`config.mk`:
```
export PLATFORM = sky130hd
export DESIGN_NAME = if_id_pipe_reg
export DESIGN_NICKNAME = d
export VERILOG_FILES = /design/src/rtl/if_id_pipe_reg.sv
export SDC_FILE = /design/constraint.sdc
export NUM_CORES = 1
export LEC_CHECK = 0
export ABC_AREA = 1
export CORE_UTILIZATION = 45
export CTS_CLUSTER_DIAMETER = 100
export DETAILED_ROUTE_END_ITERATION = 10
export PLACE_DENSITY = 0.75
export SYNTH_ARGS = -nofsm -noshare
export SYNTH_HDL_FRONTEND = slang
export SYNTH_SLANG_ARGS = --single-unit
```
`constraint.sdc`:
```
create_clock -name clk -period 1.7 [get_ports clk]
set_clock_uncertainty 0.2 [all_clocks]
set_input_delay 0.34 -clock clk [delete_from_list [all_inputs] [get_ports clk]]
set_output_delay 0.34 -clock clk [all_outputs]
set_load 0.005 [all_outputs]
```
`src/rtl/if_id_pipe_reg.sv`:
```
// ---------------------------------------------------------------------------
// if_id_pipe_reg
//
// IF/ID pipeline stage register with a valid/ready handshake on both sides.
// A main entry drives the decode side. A second skid entry absorbs the one
// instruction that fetch may still push in the cycle that decode stalls. This
// makes in_ready a pure register output: it is the inverse of the skid valid
// flag, with no combinational path from out_ready.
//
// Ports:
//   clk        rising-edge clock
//   reset      asynchronous, active-low reset
//   in_valid   fetch presents in_instr / in_pc
//   in_ready   stage can accept (registered, == ~skid_valid)
//   in_instr   fetched instruction
//   in_pc      PC of in_instr
//   flush      synchronous kill of all held entries (highest priority)
//   out_valid  decode-side entry valid
//   out_ready  decode accepts the entry this cycle
//   out_instr  instruction to decode, NOP_INSTR whenever out_valid is low
//   out_pc     PC to decode (holds its last value when the stage empties)
//   stall_cnt  saturating count of cycles with out_valid & ~out_ready
// ---------------------------------------------------------------------------
module if_id_pipe_reg #(
    parameter int                   INSTR_W   = 32,
    parameter int                   PC_W      = 32,
    parameter logic [INSTR_W-1:0]   NOP_INSTR = INSTR_W'(32'h0000_0013),
    parameter int                   CNT_W     = 16
) (
    input  logic               clk,
    input  logic               reset,
    input  logic               in_valid,
    output logic               in_ready,
    input  logic [INSTR_W-1:0] in_instr,
    input  logic [PC_W-1:0]    in_pc,
    input  logic               flush,
    output logic               out_valid,
    input  logic               out_ready,
    output logic [INSTR_W-1:0] out_instr,
    output logic [PC_W-1:0]    out_pc,
    output logic [CNT_W-1:0]   stall_cnt
);

    // Encoding is {main_valid, skid_valid}; 2'b01 can never be reached.
    typedef enum logic [1:0] {
        ST_EMPTY = 2'b00,
        ST_FULL  = 2'b10,
        ST_SKID  = 2'b11
    } state_t;

    state_t             state_reg, state_next;
    logic [INSTR_W-1:0] main_instr_reg, main_instr_next;
    logic [PC_W-1:0]    main_pc_reg, main_pc_next;
    logic [INSTR_W-1:0] skid_instr_reg, skid_instr_next;
    logic [PC_W-1:0]    skid_pc_reg, skid_pc_next;
    logic [CNT_W-1:0]   stall_cnt_reg, stall_cnt_next;

    logic main_valid;
    logic skid_valid;
    logic acc;
    logic deq;
    logic stall_inc;
    logic cnt_sat;

    assign main_valid = (state_reg == ST_FULL) || (state_reg == ST_SKID);
    assign skid_valid = (state_reg == ST_SKID);

    assign in_ready  = ~skid_valid;
    assign out_valid = main_valid;
    assign out_instr = main_instr_reg;
    assign out_pc    = main_pc_reg;
    assign stall_cnt = stall_cnt_reg;

    assign acc = in_valid & in_ready;
    assign deq = out_valid & out_ready;

    // ------------------------------------------------------------------
    // Next-state and datapath steering.
    // main_instr is forced to NOP_INSTR on every transition into EMPTY so
    // that out_instr can come straight from a register. main_pc is only
    // written on a load, so out_pc keeps the last PC across bubbles.
    // ------------------------------------------------------------------
    always_comb begin
        state_next      = state_reg;
        main_instr_next = main_instr_reg;
        main_pc_next    = main_pc_reg;
        skid_instr_next = skid_instr_reg;
        skid_pc_next    = skid_pc_reg;

        if (flush) begin
            // Any accept in this cycle is swallowed; a dequeue has already
            // completed at the output and needs no action here.
            state_next      = ST_EMPTY;
            main_instr_next = NOP_INSTR;
        end else begin
            case (state_reg)
                ST_EMPTY: begin
                    if (acc) begin
                        state_next      = ST_FULL;
                        main_instr_next = in_instr;
                        main_pc_next    = in_pc;
                    end
                end
                ST_FULL: begin
                    if (acc && deq) begin
                        main_instr_next = in_instr;
                        main_pc_next    = in_pc;
                    end else if (deq) begin
                        state_next      = ST_EMPTY;
                        main_instr_next = NOP_INSTR;
                    end else if (acc) begin
                        state_next      = ST_SKID;
                        skid_instr_next = in_instr;
                        skid_pc_next    = in_pc;
                    end
                end
                ST_SKID: begin
                    // in_ready is low here, so only a dequeue can happen.
                    if (deq) begin
                        state_next      = ST_FULL;
                        main_instr_next = skid_instr_reg;
                        main_pc_next    = skid_pc_reg;
                    end
                end
                default: begin
                    state_next      = ST_EMPTY;
                    main_instr_next = NOP_INSTR;
                end
            endcase
        end
    end

    // Stall counter: counts decode back-pressure cycles, sticks at all-ones.
    assign stall_inc = out_valid & ~out_ready & ~flush;
    assign cnt_sat   = &stall_cnt_reg;

    always_comb begin
        stall_cnt_next = stall_cnt_reg;
        if (stall_inc && !cnt_sat) begin
            stall_cnt_next = stall_cnt_reg + CNT_W'(1);
        end
    end

    always_ff @(posedge clk or negedge reset) begin
        if (!reset) begin
            state_reg      <= ST_EMPTY;
            main_instr_reg <= NOP_INSTR;
            main_pc_reg    <= '0;
            skid_instr_reg <= '0;
            skid_pc_reg    <= '0;
            stall_cnt_reg  <= '0;
        end else begin
            state_reg      <= state_next;
            main_instr_reg <= main_instr_next;
            main_pc_reg    <= main_pc_next;
            skid_instr_reg <= skid_instr_next;
            skid_pc_reg    <= skid_pc_next;
            stall_cnt_reg  <= stall_cnt_next;
        end
    end

endmodule

```
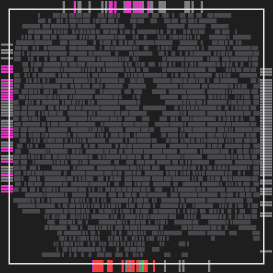
io_placement.png
Scale: 2 px per um. Pins as bars across the die edge, other pins in gray.
- stall_cnt: red (pins 16; direction output; edge south)
- in_ready: green (pins 1; direction output; edge south)
- out_instr: magenta (pins 32; direction output; edge 20 west, 11 north, 1 south)
- all pins by edge: 49 east, 44 west, 32 north, 26 south
Port-buffer cells: 150
die width: 126.5 um
chip height: 126.5 um

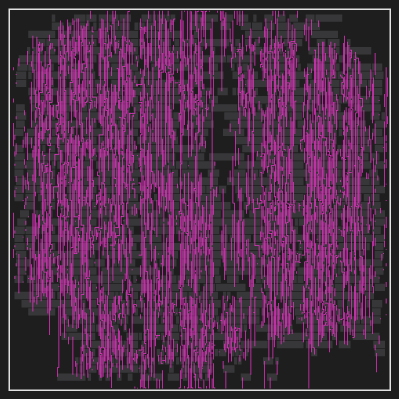
layer_met2.png
Scale: 3 px per um. Cells faint in the background.
- main direction: vertical
- wire length on this layer: 13,200 um
- nets with wire on the layer: 1,055
- longest straight run: 44.5 um
- share of all routed wire: 52%
total number of vias: 7,436
WL final: 25,480 um
met2 GRT Util: 48.23%

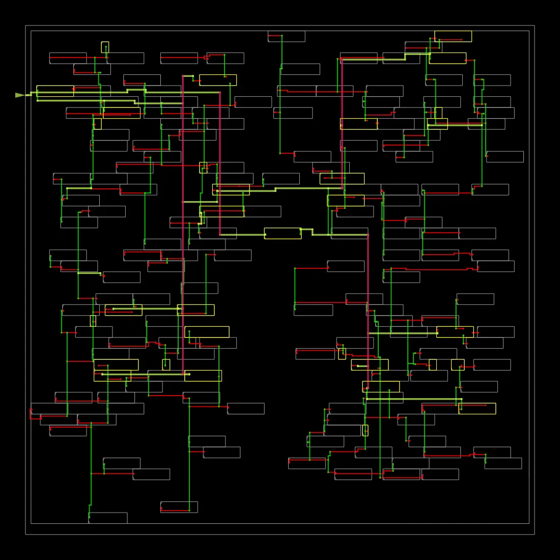
clocks.png
clk sink count: 146
clk pwr: 4.01 mW
CTS buffer count: 17

==> flow_summary_export.csv <==
group,metric,value,unit
final_timing,min_period,2135,ps
final_timing,finalClockPeriodUsage,125.6,%
worst_hold_path,hold_class,"in2async",
finish,areaGrowthSynthToFinish,69.59,%
pwr,ir_worst_vdd,966.9,uV
detailed_routing,met3_length,1781,um
pwr,power,16.88,mW
final_timing,max_freq,468.4,MHz
setup_path,r2r-start,"state_reg[0]",
setup_path,path_cells,"buf_6 > inv_4 > ha_4 > buf_6 > inv_6 > nor2_4 > nand4_1 > buf_6 > buf_12 > clkbuf_16 > nand2_2 > o21ai_2",
outcome,violations,"setup timing",
placed_design,dp_slack,-915.9,ps
flow_run,warnings,32,
finish,clkCellAreaFrac,5.165,%
pwr,combinationalPowerShare,41.4,%
detailed_routing,wl_met2,13190,um
finish,final_cell_mix,"nand2_1, dfrtp_1, nand2_2, inv_1",
logic_synthesis,simple_gate_share,23.98,%
setup_path,critical_path.top_delay_family,"buffers and inverters",
logic_synthesis,syn_avg_cell_area,7.948,um^2
finish,fin_nets,1218,
pwr,power.switching,6.003,mW
setup_path,crit_slowest_cell,"dfrtp_2",
finish,layout_top_cell,"nand2_1",
finish,final_cells,1345,
logic_synthesis,xor_share,0.8796,%
setup_path,crit_cells,12,
final_timing,setup_viol,148,
logic_synthesis,synth.top_cell.area_share,51.34,%
detailed_routing,ant_nets,0,
final_timing,finalHoldViolations,0,
logic_synthesis,ys_sh_aoi,13.23,%
finish,logic_gates,599,
finish,clock_buffers,20,
grt,grt.overflow.total,0,
logic_synthesis,synth_cells,877,
pwr,power-top-group,"combinational cells",
detailed_routing,top_layer_used,"met4",
logic_synthesis,synthTopCellsByArea,"dfrtp_1, nand2_1, o21ai_0",
logic_synthesis,fa_ha_area_share,0.8975,%
setup_path,cp.arrival,2250,ps
grt,grt_use_met1,35.55,%
clocking,ctsHoldBuffers,1,
die,initial_core_util,46.02,%
finish,seqCellArea,3662,um^2
finish,n_fill_cell,924,
clocking,cts_tree,"yes",
pwr,swShare,35.56,%
final_timing,slew_viol_final,0,
final_timing,max_slew_margin,76.22,%
grt,grt_pass1_wl,35450,um
logic_synthesis,synth.distinct_cells,30,
pwr,leakagePower,5.926,nW
setup_path,endpoint_kind,"flop",
outcome,status,"complete, but fails checks",
logic_synthesis,ys_top_logic_family,"simple AND/OR/NAND/NOR gates",
setup_path,crit_type,"reg2reg",
finish,diodes,0,
logic_synthesis,synth_warnings,0,
pwr,power_frac_seq,34.9,%
finish,drive_gt1_share,37.68,%
placed_design,dp.cells,1230,
placed_design,gp_congestion,0.8401,
final_timing,fin_ws,-435.1,ps
logic_synthesis,edf_count,0,
finish,nNonClkBuffers,296,
logic_synthesis,synth_dominant_cell_count,"nand2_1",
logic_synthesis,yosys_area,6970,um^2
finish,top_area_cell_class,"sequential cells",
final_timing,tightestPinTransition,352.9,ps
clocking,cts.clk_slew.worst_paths,60,ps
setup_path,rrSetupSlack,-440,ps
setup_path,startpoint_type,"flop",
clocking,cts_root_buffer,"clkbuf_16",
logic_synthesis,synthFlopType,"dfrtp_1",
detailed_routing,viasPerCell,5.529,
pwr,p_seq,5.89,mW
setup_path,crit_path_start,"state_reg[0]",
grt,grt_pass1_vias,7011,
pwr,p_per_area,1428,nW/um^2
logic_synthesis,synth_nets,951,
logic_synthesis,mux_share,0,%
grt,antenna_found_initial,0,
die,pin_count,151,
final_timing,setup-tns-final,-53360,ps
detailed_routing,avgRoutedWirePerCell,18.94,um
setup_path,path_max_fanout,6,
setup_path,reg2reg_to,"skid_pc_reg[8]",
clocking,h-tree-depth,4,
setup_path,slowest_delay,440,ps
logic_synthesis,ys_cells,877,
logic_synthesis,common_cells,"nand2_1, dfrtp_1, o21ai_0, inv_1",
finish,flops,146,
detailed_routing,drtIter0Drc,659,
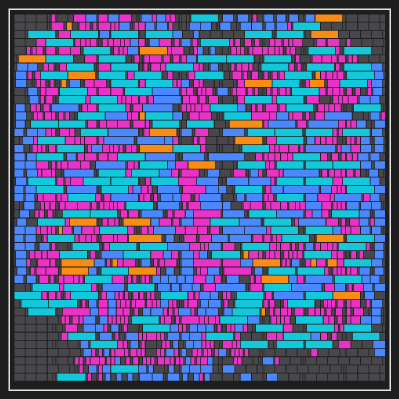
placement_by_type.png
Scale: 3 px per um. Fill, decap, tap and diode cells in gray.
- sequential cells: cyan (cells 146)
- clock drivers and dummy loads: orange (cells 32)
- remaining buffers and delay cells: blue (cells 296)
- combinational and other logic: magenta (cells 683)
Seq/total area: 30.98%
cell row count: 45
fin area: 11,820 um^2
core area: 15,150 um^2
final core occ: 78.05%

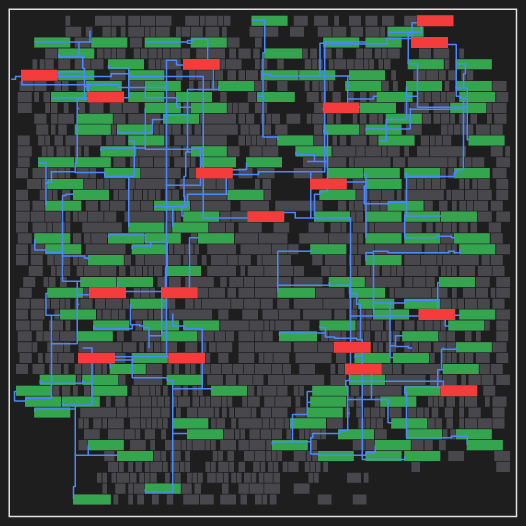
clk_routes.png
Scale: 4 px per um.
- clock drivers: red (count 17)
- flip-flops: green (count 146)
- clock wires: blue (length 2,050 um)
- routed clock nets: 18
Skew-Pair Late Insertion Delay: 430 ps
clock network power share: 23.8%

Power is estimated from default activity; no workload was simulated.
